File: config.mk
export PLATFORM = sky130hd
export DESIGN_NAME = uart_port_arbiter
export DESIGN_NICKNAME = d
export VERILOG_FILES = /design/src/rtl/uart_pkg.sv /design/src/rtl/rr_arb2.sv /design/src/rtl/uart_port_arbiter.sv
export SDC_FILE = /design/constraint.sdc
export NUM_CORES = 1
export LEC_CHECK = 0
export CAP_MARGIN = 20
export CORE_AREA = 2 2 121 123
export DETAILED_ROUTE_END_ITERATION = 8
export DIE_AREA = 0 0 123 125
export SLEW_MARGIN = 5
export SYNTH_ARGS = -nofsm -noshare
export SYNTH_HDL_FRONTEND = slang
export SYNTH_SLANG_ARGS = --single-unit
File: constraint.sdc
create_clock -name clk -period 2 [get_ports clk]
set_input_delay 0.4 -clock clk [delete_from_list [all_inputs] [get_ports clk]]
set_output_delay 0.4 -clock clk [all_outputs]
set_load 0.02 [all_outputs]
File: src/rtl/uart_pkg.sv
// Shared definitions for the UART slave port and its bus arbiter.
// Register offsets, arbiter states and the timeout read value.
package uart_pkg;

   typedef enum logic {
      ARB_IDLE = 1'b0,
      ARB_BUSY = 1'b1
   } arb_state_e;

   localparam logic [3:0] UART_CTRL   = 4'h0;
   localparam logic [3:0] UART_RXDATA = 4'h4;
   localparam logic [3:0] UART_TXDATA = 4'h8;

   localparam logic [31:0] UART_ERR_RDATA = 32'hFFFF_FFFF;

endpackage

File: src/rtl/rr_arb2.sv
// Two-request round-robin pick; the most recent grantee loses a tie.
// Pure combinational, reused by other shared-peripheral ports.
module rr_arb2 (
   input  logic [1:0] req,
   input  logic       last,
   output logic       gnt_idx
);

   always_comb begin
      gnt_idx = 1'b0;
      unique case (req)
         2'b01:   gnt_idx = 1'b0;
         2'b10:   gnt_idx = 1'b1;
         2'b11:   gnt_idx = ~last;
         default: gnt_idx = 1'b0;
      endcase
   end

endmodule

File: src/rtl/uart_port_arbiter.sv
// Shares the UART slave port between the core data bus (m0) and the
// debug/boot-loader bus (m1), one whole transaction at a time.
module uart_port_arbiter
   import uart_pkg::*;
#(
   parameter int unsigned STRB_W         = 4,
   parameter int unsigned TIMEOUT_CYCLES = 1024,
   parameter logic [31:0] ERR_RDATA      = UART_ERR_RDATA
) (
   input  logic              clk,
   input  logic              resetn,
   input  logic              m0_valid,
   output logic              m0_ready,
   input  logic [31:0]       m0_addr,
   input  logic [31:0]       m0_wdata,
   input  logic [STRB_W-1:0] m0_wstrb,
   output logic [31:0]       m0_rdata,
   input  logic              m1_valid,
   output logic              m1_ready,
   input  logic [31:0]       m1_addr,
   input  logic [31:0]       m1_wdata,
   input  logic [STRB_W-1:0] m1_wstrb,
   output logic [31:0]       m1_rdata,
   output logic              s_valid,
   input  logic              s_ready,
   output logic [31:0]       s_addr,
   output logic [31:0]       s_wdata,
   output logic [STRB_W-1:0] s_wstrb,
   input  logic [31:0]       s_rdata,
   output logic              owner,
   output logic              busy,
   output logic              err_timeout
);

   localparam int unsigned CNT_W = $clog2(TIMEOUT_CYCLES);
   localparam logic [CNT_W-1:0] CNT_LAST = CNT_W'(TIMEOUT_CYCLES - 1);

   arb_state_e       state_q, state_d;
   logic             owner_q, owner_d;
   logic             last_q, last_d;
   logic [CNT_W-1:0] cnt_q, cnt_d;
   logic             err_q, err_d;

   logic             gnt_idx;
   logic             in_busy;
   logic             own_valid;
   logic             done;
   logic             tmo;
   logic             rsp_ready;
   logic [31:0]      rsp_data;

   rr_arb2 u_rr (
      .req     ({m1_valid, m0_valid}),
      .last    (last_q),
      .gnt_idx (gnt_idx)
   );

   assign in_busy   = (state_q == ARB_BUSY);
   assign own_valid = owner_q ? m1_valid : m0_valid;
   assign done      = in_busy && own_valid && s_ready;
   assign tmo       = in_busy && own_valid && !s_ready
                      && (cnt_q == CNT_LAST);

   always_comb begin
      state_d = state_q;
      owner_d = owner_q;
      last_d  = last_q;
      cnt_d   = cnt_q;
      err_d   = err_q;
      unique case (state_q)
         ARB_IDLE: begin
            if (m0_valid || m1_valid) begin
               state_d = ARB_BUSY;
               owner_d = gnt_idx;
               cnt_d   = '0;
            end
         end
         ARB_BUSY: begin
            cnt_d = cnt_q + CNT_W'(1);
            if (done || tmo) begin
               state_d = ARB_IDLE;
               last_d  = owner_q;
            end else if (!own_valid) begin
               // master withdrew: no response, fairness history kept
               state_d = ARB_IDLE;
            end
            if (tmo) err_d = 1'b1;
         end
         default: state_d = ARB_IDLE;
      endcase
   end

   always_ff @(posedge clk) begin
      if (!resetn) begin
         state_q <= ARB_IDLE;
         owner_q <= 1'b0;
         last_q  <= 1'b1;
         cnt_q   <= '0;
         err_q   <= 1'b0;
      end else begin
         state_q <= state_d;
         owner_q <= owner_d;
         last_q  <= last_d;
         cnt_q   <= cnt_d;
         err_q   <= err_d;
      end
   end

   always_comb begin
      s_valid   = 1'b0;
      s_addr    = '0;
      s_wdata   = '0;
      s_wstrb   = '0;
      rsp_ready = 1'b0;
      rsp_data  = '0;
      if (in_busy) begin
         s_valid   = own_valid && !tmo;
         s_addr    = owner_q ? m1_addr  : m0_addr;
         s_wdata   = owner_q ? m1_wdata : m0_wdata;
         s_wstrb   = owner_q ? m1_wstrb : m0_wstrb;
         rsp_ready = done || tmo;
         rsp_data  = tmo ? ERR_RDATA : s_rdata;
      end
   end

   always_comb begin
      m0_ready = 1'b0;
      m1_ready = 1'b0;
      m0_rdata = '0;
      m1_rdata = '0;
      if (rsp_ready) begin
         if (owner_q) begin
            m1_ready = 1'b1;
            m1_rdata = rsp_data;
         end else begin
            m0_ready = 1'b1;
            m0_rdata = rsp_data;
         end
      end
   end

   assign owner       = owner_q;
   assign busy        = in_busy;
   assign err_timeout = err_q;

endmodule
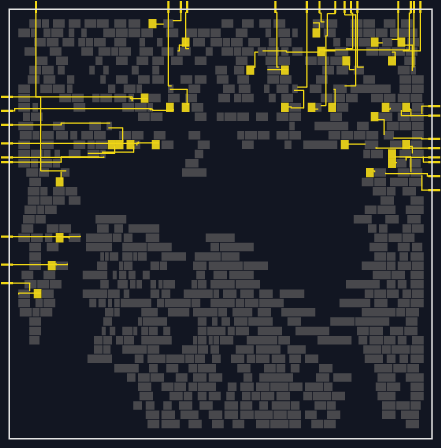
Figure 1: run 1, port wiring.
port	color	direction	edge	end cells	buffers	wire
`s_wdata`	yellow	output	15 top, 9 left, 8 right	32	32	813 µm
Port Buffers: 310
Ports: 311

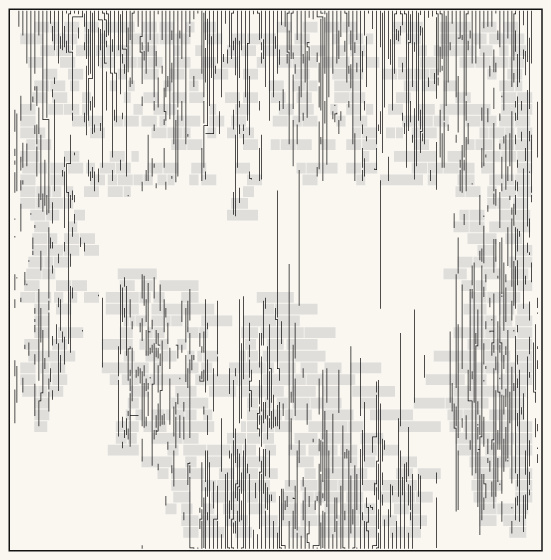
Figure 2: run 1, signal wires on met2.
Cells faint in the background.
longest straight run	51.3 µm
share of all routed wire	53%
wire length on this layer	7,130 µm
met2 usage: 30.7%
routed wire length: 13,600 µm

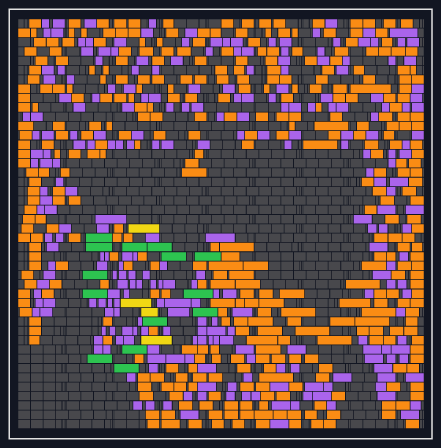
Figure 3: run 1, cell classes on the final placement.
Fill, decap, tap and diode cells in gray.
class	color	cells	share of their area
combinational and other logic	purple	262	34%
remaining buffers and delay cells	orange	372	60%
sequential cells	green	14	4.3%
clock drivers and dummy loads	yellow	4	1.3%
# rows: 44
Final Cell Area: 6900 µm²

==> ci_impl_report.md, run 1 <==
### Yosys + OpenROAD results

| Metric | Value |
|---|---|
| Storage element area | `288 µm²` |
| Hold slack | `0.459 ns` |
| Gr usage total | `15.9%` |
| Main logic family | `multiplexers` |
| Clk_lat worst skew | `0.24 ns` |
| CTS Hold Bufs | `0` |
| Failing checks | `negative setup slack` |
| Yosys Warn Count | `0` |
| Htree depth | `1` |
| Top power group | `combinational logic` |
| CP top delay family | `buffers and inverters` |
| DRT antenna net count | `0` |
| Nets | `827` |
| Multi-input logic portion of the cell area | `33.0%` |
| Most used cell, CP | `buf_6` |
| Max layer used | `met4` |
| Simple-Gate Fraction of Synth Area | `26.9%` |
| Net switching fraction of the power | `31.9%` |
| Most flop-heavy register | `cnt_q` |
| Post-CTS sizing | `496` |
| Largest net degree at the start of global routing | `52` |
| Max FFs per register | `10` |
| Outcome | `finished, violations left` |
| Final Cycle Share | `121%` |
| Clock Tree Root | `clkbuf_16` |
| P_comb | `1160 µW` |
| Part of the power in registers | `15.8%` |
| Fp_density | `17.3%` |
| Sum of negative setup slack | `-20.68 ns` |
| Signal buf overhead | `58.1%` |
| Die Size | `15,400 µm²` |
| Cell taking the most area after synthesis | `mux2i_1` |
| CP max stage delay | `0.34 ns` |
| Seq cells | `14` |
| Vias | `3,596` |
| ANT cells | `0` |
| Most used flip-flop cell | `dfxtp_1` |
| Most Crowded Layer GR | `met2` |
| Crit. Startpoint | `cnt_q[0]` |
| Seq power | `294 µW` |
| Post-synth EDFFs | `0` |
| Synth Seq Share | `11.4%` |
| Setup violations, final | `68` |
| Post-route insts no fill | `836` |
| DR DRC count | `0` |
| Worst-margin pin slew | `0.406 ns` |
| Unrepaired setup endpoints after global routing | `yes` |
| Hold depth | `1` |
| Max-slew violations | `0` |
| Power share of the clock group | `22.2%` |
| Cts bufs inserted | `3` |
| CP bufs+invs | `4` |
| Number of cells on the critical path | `9` |
| Final WS setup | `-0.413 ns` |
| Final Hold Viols | `0` |
| Placer Congestion | `0.836` |
| Slew HR | `72.9%` |
| Worst Setup EP | `m0_rdata[31]` |
| Dpl cells | `797` |
| Vias per cell | `4.30` |
| Max Clock Freq | `0.414 GHz` |
| M1 GR Usage | `18.0%` |
| Xor/xnor share | `0.714%` |
| Crit path DRT | `1.60 ns` |
| Max Fanout on Critical Path | `8` |
| Synth top cells by count | `72 x mux2i_1, 68 x nor2b_1, 65 x o21a_1` |
| Worst hold start | `err_timeout` |
| Slowest cell on crit path | `dfxtp_2` |
| FF-to-FF End | `cnt_q[8]` |
| GR Overflow Total | `0` |
==> run 2, diff against run 1 <==
==> constraint.sdc (replaced) <==
create_clock -name clk -period 2.2 [get_ports clk]
set_input_delay 0.44 -clock clk [delete_from_list [all_inputs] [get_ports clk]]
set_output_delay 0.44 -clock clk [all_outputs]
set_load 0.02 [all_outputs]
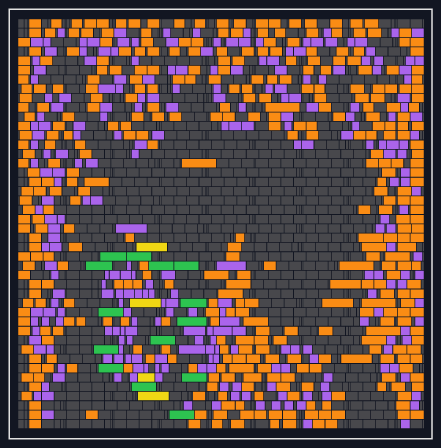
Figure 4: run 2, cell classes on the final placement.
Fill, decap, tap and diode cells in gray.
register fraction of the total cell area: 4.31%
Final Cell Area: 6670 µm²
Core Area: 14,200 µm²
Layout Utilization: 47.0%

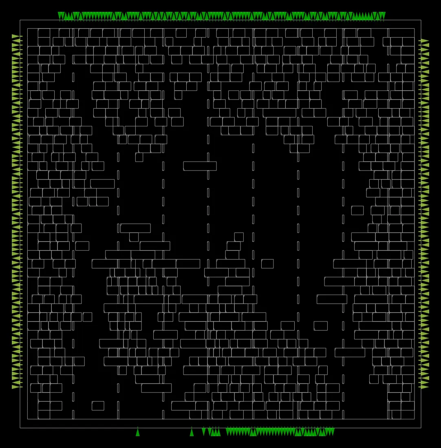
Figure 5: run 2, cell placement.
Fillers: 1,378
Seq cells: 14
Tapcell Cnt: 184
post-route insts no fill: 846

==> run 2 against run 1 <==
Compared with the run above: the run still ends with negative setup slack left; die size unchanged; via count up 2.4%; clock skew up 0.0018 ns.
==> ci_impl_report.md, run 2 <==
### Yosys + OpenROAD results

| Metric | Value |
|---|---|
| Slew HR | `74.9%` |
| Cell taking the most area after synthesis | `mux2i_1` |
| CTS Hold Bufs | `0` |
| FF-to-FF End | `err_timeout` |
| Net switching fraction of the power | `32.1%` |
| Max layer used | `met4` |
| Most flop-heavy register | `cnt_q` |
| Die W | `123 µm` |
| Gr usage total | `15.8%` |
| Final Hold Viols | `0` |
| Hold slack | `0.457 ns` |
| DRT antenna net count | `0` |
| Clk_lat worst skew | `0.25 ns` |
| M1 GR Usage | `15.5%` |
| Storage element area | `288 µm²` |
| Most Crowded Layer GR | `met2` |
| Final Cycle Share | `116%` |
| Yosys Warn Count | `0` |
| Largest net degree at the start of global routing | `75` |
| CP max stage delay | `0.38 ns` |
| Max-slew violations | `0` |
| Simple-Gate Fraction of Synth Area | `26.9%` |
| Failing checks | `negative setup slack` |
| Placer Congestion | `0.886` |
| Type of destination of the critical path | `output pin` |
| GR Overflow Total | `0` |
| Ports | `311` |
| Post-synth ARST share | `0%` |
| Crit. Startpoint | `cnt_q[1]` |
| Multi-input logic portion of the cell area | `30.9%` |
| Most frequent cells in the layout | `172 x clkdlybuf4s50_1, 83 x buf_6, 71 x mux2i_1, 70 x dlygate4sd2_1, 68 x nor2b_1` |
| Mapped cell area | `2450 µm²` |
| Hold depth | `1` |
| Htree depth | `1` |
| Power share of the clock group | `23.5%` |
| Worst hold start | `err_timeout` |
| Most used cell, CP | `buf_6` |
| Clock Tree Root | `clkbuf_16` |
| P_comb | `976 µW` |
| Max FFs per register | `10` |
| Routed met2 length | `7640 µm` |
| Top power group | `combinational logic` |
| Cts bufs inserted | `3` |
| Post-CTS sizing | `427` |
| Fp_density | `17.3%` |
| Port Buffers | `310` |
| Post-synth EDFFs | `0` |
| Number of cells on the critical path | `8` |
| Log Warnings | `28` |
| Synth Seq Share | `11.4%` |
| Crit path DRT | `1.76 ns` |
| Max Clock Freq | `0.392 GHz` |
| Synth top cells by count | `72 x mux2i_1, 68 x nor2b_1, 65 x o21a_1` |
| Outcome | `finished, violations left` |
| Final WS setup | `-0.349 ns` |
| DR DRC count | `0` |
| Slowest cell on crit path | `nor4b_4` |
| Signal buf overhead | `59.9%` |
| Setup violations, final | `67` |
| Part of the power in registers | `16.4%` |
| Worst Setup EP | `m0_rdata[11]` |
| Main logic family | `multiplexers` |
| Max Fanout on Critical Path | `8` |
| Seq power | `267 µW` |
| ANT cells | `0` |
| # rows | `44` |
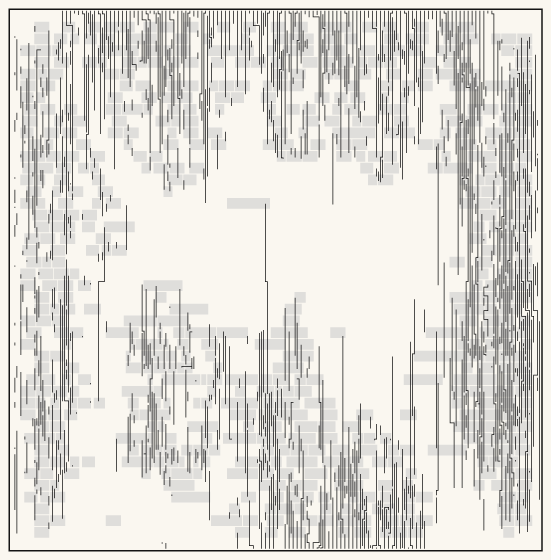
Figure 6: run 2, signal wires on met2.
Cells faint in the background.
main direction	vertical
nets with wire on the layer	729
longest straight run	59.2 µm
wire length on this layer	7,640 µm
routed wire length: 13,800 µm
met2 usage: 32.6%
vias: 3,682

No activity file was given, so power comes from the tool's default toggle rates.
